Fig. 1: run 1, clock network drawn from the DEF
Scale bar: 100 um.
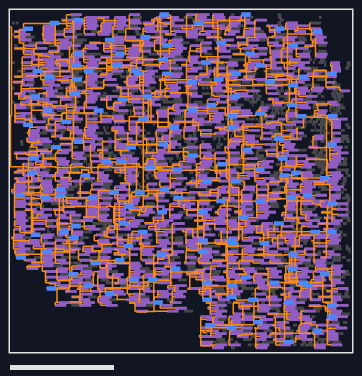
Fig. 2: run 1, cell placement
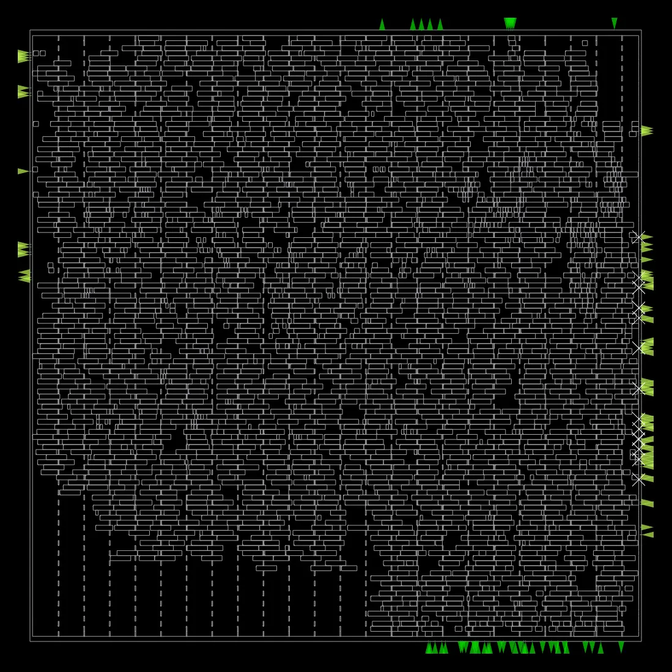
Fig. 3: run 1, cells coloured by class
Scale bar: 100 um.
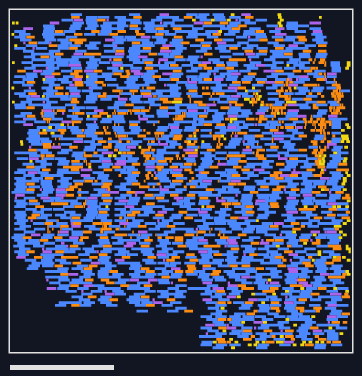
--- config.mk ---
export PLATFORM = sky130hd
export DESIGN_NAME = dcsformer_host
export DESIGN_NICKNAME = d
export VERILOG_FILES = /design/src/rtl/dcsformer_host.sv
export SDC_FILE = /design/constraint.sdc
export NUM_CORES = 1
export LEC_CHECK = 0
export CORE_UTILIZATION = 50
export DETAILED_ROUTE_END_ITERATION = 10
export GPL_ROUTABILITY_DRIVEN = 0
export PLACE_DENSITY_LB_ADDON = 0.12
export SLEW_MARGIN = 25
export SYNTH_ARGS = -nofsm -noshare
export SYNTH_HDL_FRONTEND = slang
export SYNTH_SLANG_ARGS = --single-unit
--- constraint.sdc ---
create_clock -name clk -period 11.5 [get_ports clk]
set_clock_uncertainty 0.2 [all_clocks]
set_input_delay 1.15 -clock clk [delete_from_list [all_inputs] [get_ports clk]]
set_output_delay 1.15 -clock clk [all_outputs]
set_load 0.02 [all_outputs]
--- src/rtl/dcsformer_host.sv ---
// Stream initiator for the DCSformer core: holds one job (128 input bytes, 8 weight bytes,
// 8 result words), streams it into the core and captures the result words.
module dcsformer_host (
  input  logic        clk,
  input  logic        rst_n,
  input  logic        cfg_we,
  input  logic        cfg_sel,
  input  logic [6:0]  cfg_addr,
  input  logic [7:0]  cfg_wdata,
  input  logic        start,
  output logic        busy,
  output logic        done,
  output logic        err_tmo,
  input  logic [2:0]  res_addr,
  output logic [31:0] res_data,
  output logic        i_valid,
  output logic [7:0]  i_data,
  input  logic        w_ready,
  output logic        w_valid,
  output logic [7:0]  w_data,
  input  logic        o_valid,
  input  logic [31:0] o_data
);
  localparam int N_IN  = 128;
  localparam int N_W   = 8;
  localparam int N_OUT = 8;
  localparam int TMO   = 255;

  localparam logic [2:0] S_IDLE    = 3'd0;
  localparam logic [2:0] S_SEND_I  = 3'd1;
  localparam logic [2:0] S_WAIT_WR = 3'd2;
  localparam logic [2:0] S_SEND_W  = 3'd3;
  localparam logic [2:0] S_WAIT_O  = 3'd4;
  localparam logic [2:0] S_RECV    = 3'd5;

  logic [7:0]  inbuf  [N_IN];
  logic [7:0]  wbuf   [N_W];
  logic [31:0] resbuf [N_OUT];

  logic [2:0] state_q, state_d;
  logic [6:0] cnt_q, cnt_d;
  logic [7:0] tmo_q, tmo_d;
  logic [2:0] k_q, k_d;
  logic       busy_q, busy_d, done_q, done_d, err_q, err_d;
  logic       i_valid_q, i_valid_d, w_valid_q, w_valid_d;
  logic [7:0] i_data_q, i_data_d, w_data_q, w_data_d;
  logic       res_we, tmo_hit;

  // tmo_q counts completed wait cycles; the 255th idle wait cycle ends the job
  assign tmo_hit = (tmo_q == 8'(TMO - 1));

  always_comb begin
    state_d   = state_q;
    cnt_d     = cnt_q;
    tmo_d     = tmo_q;
    k_d       = k_q;
    busy_d    = busy_q;
    done_d    = 1'b0;
    err_d     = err_q;
    i_valid_d = 1'b0;
    i_data_d  = 8'd0;
    w_valid_d = 1'b0;
    w_data_d  = 8'd0;
    res_we    = 1'b0;
    case (state_q)
      S_IDLE: if (start) begin
        state_d   = S_SEND_I;
        cnt_d     = 7'd0;
        err_d     = 1'b0;
        busy_d    = 1'b1;
        i_valid_d = 1'b1;
        i_data_d  = inbuf[0];
      end
      // cnt_q is the index of the byte currently on i_data
      S_SEND_I: if (cnt_q == 7'(N_IN - 1)) begin
        state_d = S_WAIT_WR;
        tmo_d   = 8'd0;
      end else begin
        cnt_d     = cnt_q + 7'd1;
        i_valid_d = 1'b1;
        i_data_d  = inbuf[cnt_q + 7'd1];
      end
      S_WAIT_WR: if (w_ready) begin
        state_d   = S_SEND_W;
        cnt_d     = 7'd0;
        w_valid_d = 1'b1;
        w_data_d  = wbuf[0];
      end else if (tmo_hit) begin
        state_d = S_IDLE;
        err_d   = 1'b1;
        busy_d  = 1'b0;
      end else begin
        tmo_d = tmo_q + 8'd1;
      end
      S_SEND_W: if (cnt_q == 7'(N_W - 1)) begin
        state_d = S_WAIT_O;
        tmo_d   = 8'd0;
        k_d     = 3'd0;
      end else begin
        cnt_d     = cnt_q + 7'd1;
        w_valid_d = 1'b1;
        w_data_d  = wbuf[cnt_q[2:0] + 3'd1];
      end
      S_WAIT_O, S_RECV: if (o_valid) begin
        res_we = 1'b1;
        tmo_d  = 8'd0;
        k_d    = k_q + 3'd1;
        if (k_q == 3'(N_OUT - 1)) begin
          state_d = S_IDLE;
          done_d  = 1'b1;
          busy_d  = 1'b0;
        end else begin
          state_d = S_RECV;
        end
      end else if (tmo_hit) begin
        state_d = S_IDLE;
        err_d   = 1'b1;
        busy_d  = 1'b0;
      end else begin
        tmo_d = tmo_q + 8'd1;
      end
      default: state_d = S_IDLE;
    endcase
  end

  always_ff @(posedge clk or negedge rst_n) begin
    if (!rst_n) begin
      state_q   <= S_IDLE;
      cnt_q     <= 7'd0;
      tmo_q     <= 8'd0;
      k_q       <= 3'd0;
      busy_q    <= 1'b0;
      done_q    <= 1'b0;
      err_q     <= 1'b0;
      i_valid_q <= 1'b0;
      i_data_q  <= 8'd0;
      w_valid_q <= 1'b0;
      w_data_q  <= 8'd0;
    end else begin
      state_q   <= state_d;
      cnt_q     <= cnt_d;
      tmo_q     <= tmo_d;
      k_q       <= k_d;
      busy_q    <= busy_d;
      done_q    <= done_d;
      err_q     <= err_d;
      i_valid_q <= i_valid_d;
      i_data_q  <= i_data_d;
      w_valid_q <= w_valid_d;
      w_data_q  <= w_data_d;
    end
  end

  // Buffers carry no reset; software reloads them per job
  always_ff @(posedge clk) begin
    if (cfg_we && state_q == S_IDLE) begin
      if (cfg_sel) wbuf[cfg_addr[2:0]] <= cfg_wdata;
      else         inbuf[cfg_addr]     <= cfg_wdata;
    end
  end

  always_ff @(posedge clk) begin
    if (res_we) resbuf[k_q] <= o_data;
  end

  assign res_data = resbuf[res_addr];
  assign busy     = busy_q;
  assign done     = done_q;
  assign err_tmo  = err_q;
  assign i_valid  = i_valid_q;
  assign i_data   = i_data_q;
  assign w_valid  = w_valid_q;
  assign w_data   = w_data_q;
endmodule

==> impl_metrics.tcl, run 1 <==
# implementation run metrics
set metrics [dict create \
    edf_count 1344 \
    synthTopCellsByArea "edfxtp_1, mux4_2, dfrtp_1" \
    drtPass1Iterations 8 \
    worstSetupEndpointType "primary output" \
    dr.first_iter.drc_count 2476 \
    p_leak_nw 19.03 \
    tritoncts "done" \
    ir_worst_vdd_v 0.0002001 \
    via_per_inst 6.071 \
    syn2layout_area_growth_pct 13.48 \
    ant_nets 0 \
    worst_pin_slew_ns 1.063 \
    synth.avg_cell_area_sq_um 22.76 \
    netlist_area_sq_mm 0.05361 \
    setup_viol 0 \
    timing.fmax_mhz 195.3 \
    clockBufferDepth 3 \
    post-route-period-util 0.4453 \
    finalPower_mw 14.31 \
    power.share.combinational 0.288 \
    num_vias 24530 \
    grt_pass1_vias 25500 \
    top_area_frac 0.7529 \
    dp.cells 3782 \
    cts_buffers 143 \
    report.final.slew_viol_count 0 \
    grt_pass1_wl_mm 174.3 \
    dp_hpwl_mm 69.48 \
    seq_power_share 0.400 \
    htree_levels 4 \
    async_flop_share 0.03030 \
    fillers 7668 \
    ys_sh_simple 0.02168 \
    ys_seq_frac 0.7725 \
    hold_viol_final 0 \
    ys_cells 2355 \
    clkSlewWorstSetupHoldPaths_ns 0.05 \
    cp-start-kind "input pin" \
    yosysWarningCount 0 \
    drt-wirelength-per-cell_um 29.15 \
    clock-sinks 1386 \
    cts_hold_buf 0 \
    fp-utilization 0.5071 \
    boundaryPins 110 \
    slew_headroom 0.2890 \
    internal_power_mw 10.21 \
    drive_above_1_share 0.2624 \
    timing.final.ws_setup_ns 6.380 \
    fp_nets 2417 \
    die_width_um 329.4 \
    crit_required_ns 10.15 \
    fin_tns_setup_ns 0 \
    min_period_ns 5.120 \
    switching_share 0.2861 \
    synthTopLogicFamily "multiplexers" \
    critPathMaxFanout 40 \
    die_h_um 329.4 \
    drt_wl_total_mm 117.8 \
    cts_setup_buffers 0 \
    synthCells 2355 \
    synthAdderAreaFrac 0.001167 \
    chipArea_sq_mm 0.1085 \
    clkLatencyLatePin_ns 0.75 \
    synthXorXnorAreaFrac 0.0008169 \
    yosysChipArea_sq_mm 0.05361 \
    grt_max_degree 98 \
    grt_usage 0.2233 \
    ys_types 48 \
    drcViolationCount 26 \
    top_area_cell "edfxtp_1" \
    timing.hold.ws_ns 0.2440 \
    io_buffer_count 109 \
    max_cap_viol_count 0 \
    hold_path_class "input pin to async pin" \
    ys_sh_mux 0.1779 \
    power_frac_clock 0.312 \
    root_buffer "clkbuf_16" \
    p_switching_mw 4.094 \
    dp_slack_ns 6.141 \
    r2r_slack_ns 6.42 \
    grt_overflow 0 \
    cts.repair.resized 0 \
    dpl_cell_area_sq_mm 0.05626 \
    tool_warnings 27 \
    arrival_ns 3.77 \
    flop_cell "edfxtp_1" \
    violations "design-rule violations" \
    rsz0062_at_grt "no" \
    aoi_share 0.01419 \
    ys.flops 1386 \
    crit_type "input pin to primary output" \
    power_density_mw_per_mm2 235.2 \
    status "finished, violations left" \
    antenna_found_initial 4 \
    fin_nets 2600 \
]
Back to the opening pictures, Fig. 1:
[orange] clock wires | length: 15100 um
[blue] clock drivers | count: 143
[purple] flip-flops | count: 1386
flops lie: widely spread
routed clock nets: 144

Back to the opening pictures, Fig. 2:
register fraction of the total cell area: 0.6808
Cell Count, Final, Fillers Out: 4041
Tapcells: 1391
core area: 0.1057 sq mm
FP Rows: 119

Back to the opening pictures, Fig. 3:
[yellow] remaining buffers and delay cells | cells: 155
[orange] combinational and other logic | cells: 852
[blue] sequential cells | cells: 1386
[purple] clock drivers and dummy loads | cells: 256
Finished Cell Area: 0.06083 sq mm
Post-Route Utilization: 0.5754

==> run 1: final timing paths <==
kind / start / endpoint / cells after the start
min in group clk: busy$_DFFE_PN0P_ / busy$_DFFE_PN0P_ / 1
worst max-delay path: res_addr[0] / res_data[25] / 5
worst min-delay path: rst_n / done$_DFF_PN0_ / 1
worst max register to register: cnt_q[0]$_DFFE_PN0P_ / i_data[2]$_DFF_PN0_ / 8
worst min register to register: busy$_DFFE_PN0P_ / busy$_DFFE_PN0P_ / 1
max in group asynchronous: rst_n / cnt_q[0]$_DFFE_PN0P_ / 1
==> run 1: worst max-delay path, cell delays in order <==
cell	delay, ns
buf_4	0.40
buf_4	0.73
mux4_2	0.60
mux2_2	0.29
clkdlybuf4s50_1	0.55
==> run 1: sequential cells by signal, indices dropped and copies added (netlist names) <==
name	cells
cnt_q	7
w_valid	1
done	1
busy	1
err_tmo	1
i_data	8
w_data	8
state_q	3
tmo_q	8
k_q	3
resbuf	256
inbuf	1024
i_valid	1
wbuf	64
==> run 1: cell usage in the layout, fill, tap and decap left out, types with 27 or more instances in the layout <==
master	n
dfrtp_1	41
mux2_2	32
nor2_1	152
clkinv_1	33
mux4_2	396
clkdlybuf4s50_1	97
clkbuf_16	149
nand2_1	51
edfxtp_1	1344
o21ai_0	27
buf_4	53
clkbuf_1	30
==> run 1: cell usage after synthesis, drive strengths merged, types with 4 or more instances <==
library cell	number
edfxtp	1344
mux4	396
nor2	155
buf	65
clkbuf	52
nand2	51
dfrtp	42
mux2	32
o21ai	27
mux2i	26
nand3	17
a22o	16
a221o	14
a22oi	14
nor3	14
a21oi	13
inv	9
nand2b	7
nor2b	7
and3	6
ha	5
nand4	4
o211ai	4
xnor2	4
==> run 1: cell families (layout without fill, tap and decap cells) <==
| family | after synthesis | after routing |
|---|---|---|
| compound gates | 107 | 107 |
| xor+xnor | 5 | 5 |
| fa+ha+maj | 5 | 5 |
| buf+inv | 126 | 420 |
| flops | 1386 | 1386 |
| mux | 454 | 454 |
| other cells | 0 | 1 |
| simple gates | 272 | 272 |
==> run 1: power by group through the flow <==
stage | Clock (mW) | Sequential (mW) | Combinational [mW]
floorplan | 0 | 5.79 | 2.87
global placement | 0 | 5.85 | 4.11
detailed placement | 0 | 5.86 | 4.14
CTS | 4.56 | 5.75 | 4.15
global route | 4.74 | 5.73 | 4.35
finish | 4.47 | 5.72 | 4.12
==> run 1: per-layer routing <==
layer	up-vias	part of all wire	global-route usage
li1	10360	-	-
met5	-	0.00023	0
met1	13030	0.41	0.3140
met3	186	0.077	0.04866
met2	959	0.48	0.3533
met4	4	0.025	0.06914
==> run 1: area by class of cell <==
class / count / area (sq um) / area share
antenna: 1 / 2.502 / 0.00004114
clock buffer: 179 / 3841 / 0.06314
clock inverter: 77 / 675.6 / 0.01111
inverter: 9 / 33.78 / 0.0005553
multi-input combinational: 843 / 11670 / 0.1919
sequential: 1386 / 41410 / 0.6808
tap: 1391 / 1740 / 0.02861
timing repair buffer: 155 / 1454 / 0.02390
==> run 2: changes to the inputs <==
Clock period 11.5 ns to 4.2 ns, I/O delays scaled along.
==> impl_metrics.tcl, run 2 <==
# implementation run metrics
set metrics [dict create \
    boundaryPins 110 \
    ir_worst_vdd_v 0.0004521 \
    grt_overflow 0 \
    hold_viol_final 0 \
    slew_headroom 0.3564 \
    dr.first_iter.drc_count 2543 \
    final_common_cell "edfxtp_1" \
    cts_buffers 143 \
    ys_top_cells_by_count "edfxtp_1, mux4_2, nor2_1" \
    synthTopLogicFamily "multiplexers" \
    regMostFlops "inbuf" \
    drcViolationCount 24 \
    rsz0062_at_grt "no" \
    yosysWarningCount 0 \
    dp_hpwl_mm 73.77 \
    power_density_mw_per_mm2 644.1 \
    tritoncts "done" \
    fp-row-count 119 \
    top_area_frac 0.7529 \
    fin_tns_setup_ns 0 \
    syn2layout_area_growth_pct 15.16 \
    grt_max_degree 90 \
    report.final.slew_viol_count 0 \
    grt_pass1_vias 26120 \
    worstSetupEndpointType "flop" \
    ys_seq_frac 0.7725 \
    max_cap_viol_count 0 \
    min_period_ns 3.874 \
    worst_pin_slew_ns 0.9619 \
    cts_setup_buffers 0 \
    synthCells 2355 \
    flop_cell "edfxtp_1" \
    ys_sh_simple 0.02168 \
    ys_sh_mux 0.1779 \
    cp-start-kind "flop" \
    synth.most_common_cell "edfxtp_1" \
    hold_path_class "input pin to flop" \
    via_per_inst 6.122 \
    htree_levels 4 \
    seq_power_share 0.392 \
    ys_cells 2355 \
    synthAdderAreaFrac 0.001167 \
    grt_usage 0.2319 \
    clockBufferDepth 3 \
    arrival_ns 4.30 \
    status "finished, violations left" \
    async_flop_share 0.03030 \
    fp_nets 2417 \
    synthXorXnorAreaFrac 0.0008169 \
    die_h_um 329.4 \
    power.share.combinational 0.298 \
    final_cell_mix "edfxtp_1, mux4_2, nor2_1" \
    cts_hold_buf 5 \
    drt_wl_total_mm 123.1 \
    internal_power_mw 28.26 \
    root_buffer "clkbuf_16" \
    switching_share 0.2894 \
    die_width_um 329.4 \
    drt-wirelength-per-cell_um 29.75 \
    clock-sinks 1386 \
    largest_register_ffs 1024 \
    netlist_area_sq_mm 0.05361 \
    drtPass1Iterations 10 \
    io_buffer_count 109 \
    fin_nets 2693 \
    synth.avg_cell_area_sq_um 22.76 \
    synthTopCellsByArea "edfxtp_1, mux4_2, dfrtp_1" \
    antenna_found_initial 3 \
    critPathMaxFanout 22 \
    edf_count 1344 \
    grt_pass1_wl_mm 179.4 \
    ant_nets 0 \
    p_switching_mw 11.51 \
    clkSlewWorstSetupHoldPaths_ns 0.06 \
    cts.repair.resized 0 \
    setup_viol 0 \
    top_area_cell "edfxtp_1" \
    num_vias 25330 \
    post-route-period-util 0.9225 \
    timing.fmax_mhz 258.1 \
    core-area_sq_mm 0.1057 \
    p_leak_nw 19.57 \
    violations "design-rule violations" \
    tool_warnings 27 \
    crit_required_ns 4.63 \
    chipArea_sq_mm 0.1085 \
    fp-utilization 0.5071 \
    ys_types 48 \
    crit_type "flop to flop" \
    drive_above_1_share 0.2852 \
    yosysChipArea_sq_mm 0.05361 \
    ys.flops 1386 \
    aoi_share 0.01419 \
]
[run 2: cell families (layout without fill, tap and decap cells)]
group | count (synthesis) | in the layout
buffers and inverters | 126 | 516
other | 0 | 1
muxes | 454 | 454
xor gates and xnor gates | 5 | 5
and+or+nand+nor | 272 | 272
AOI/OAI and AO/OA | 107 | 107
adders and majority gates | 5 | 5
DFF | 1386 | 1386
[run 2: cell type report]
cell class              instances  area, sq um
multi-input cells             843        11660
clock buffers                 182         3861
flip-flops and latches       1386        41410
inverters                       9        33.78
fillers                      7604        43980
diodes                          1        2.502
clock inverters                77        699.4
repair buffers                248         2328
well taps                    1391         1740
[run 2: power groups by stage]
stage	Sequential [mW]	Combinational (mW)	Clock (mW)
after global placement	15.9	11.9	0
after floorplan	15.9	7.86	0
after detailed placement	15.9	12.0	0
final	15.6	11.9	12.3
after global routing	15.6	12.5	13.0
after CTS	15.6	12.0	12.5
[run 2: metrics by stage]
step	total power [mW]	worst slack, ns	cell area (sq um)	hold slack (ns)	instances
6_report	39.77	0.3256	61740	0.01023	4137
5_1_grt	41.14	0.2222	61730	0.02128	4136
4_1_cts	40.15	0.2822	61730	0.02599	4136
3_5_place_dp	27.88	0.2793	57120	0.2699	3872
3_3_place_gp	27.79	0.2641	57120	0.2671	3872
2_1_floorplan	23.72	0.2168	53610	-0.07559	2355
[run 2: path summary, 6_finish.rpt]
kind	slack [ns]	cells after the start	end	startpoint
hold reg to reg	0.29	2	w_data[7]$_DFF_PN0_	wbuf[0][7]$_DFFE_PP_
setup reg to reg	0.33	7	i_data[1]$_DFF_PN0_	cnt_q[0]$_DFFE_PN0P_
max in group asynchronous	3.28	2	cnt_q[0]$_DFFE_PN0P_	rst_n
hold / removal	0.01	1	inbuf[126][5]$_DFFE_PP_	cfg_wdata[5]
min in group asynchronous	0.04	2	done$_DFF_PN0_	rst_n
setup / recovery	0.33	7	i_data[1]$_DFF_PN0_	cnt_q[0]$_DFFE_PN0P_
[run 2: critical path, stage by stage, from the launching register on]
cell     delay (ns)
dfrtp_4        0.61
ha_4           0.53
buf_4          0.39
mux4_2         0.40
mux4_2         0.51
a22oi_1        0.55
a21oi_1        0.25
a221o_1        0.30
[run 2: metal layers]
metal / part of all wire / GRT usage / wire length [um] / vias up
met5: 0.00027 / 0 / 33 / -
met4: 0.027 / 0.07478 / 3270 / 4
met3: 0.081 / 0.06154 / 9993 / 216
met2: 0.48 / 0.3584 / 58820 / 961
met1: 0.41 / 0.3248 / 50980 / 13600
li1: - / - / - / 10550
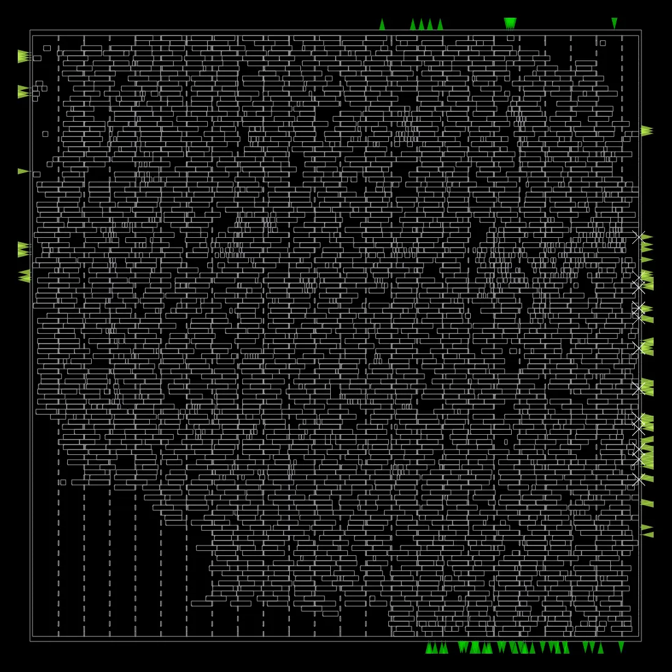
Fig. 4. Cell placement (run 2).
Cell Count, Final, Fillers Out: 4137
Flops: 1386
register fraction of the total cell area: 0.6708
Post-Route Utilization: 0.5840

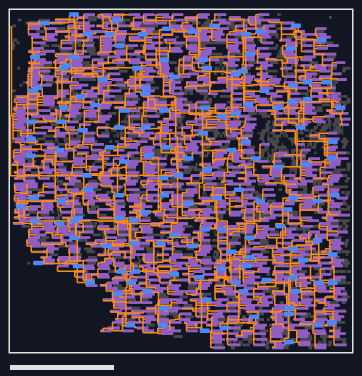
Fig. 5. Clock network drawn from the DEF (run 2).
Scale bar: 100 um.
[purple] flip-flops | count: 1386
[blue] clock drivers | count: 143
[orange] clock wires | length: 15300 um
flops lie: widely spread
routed clock nets: 144
clk latency late pin: 0.75 ns
Clk pwr share: 0.310
Clock Power: 12.3 mW

Power figures rest on the tool's default switching activity, not on a simulated workload.
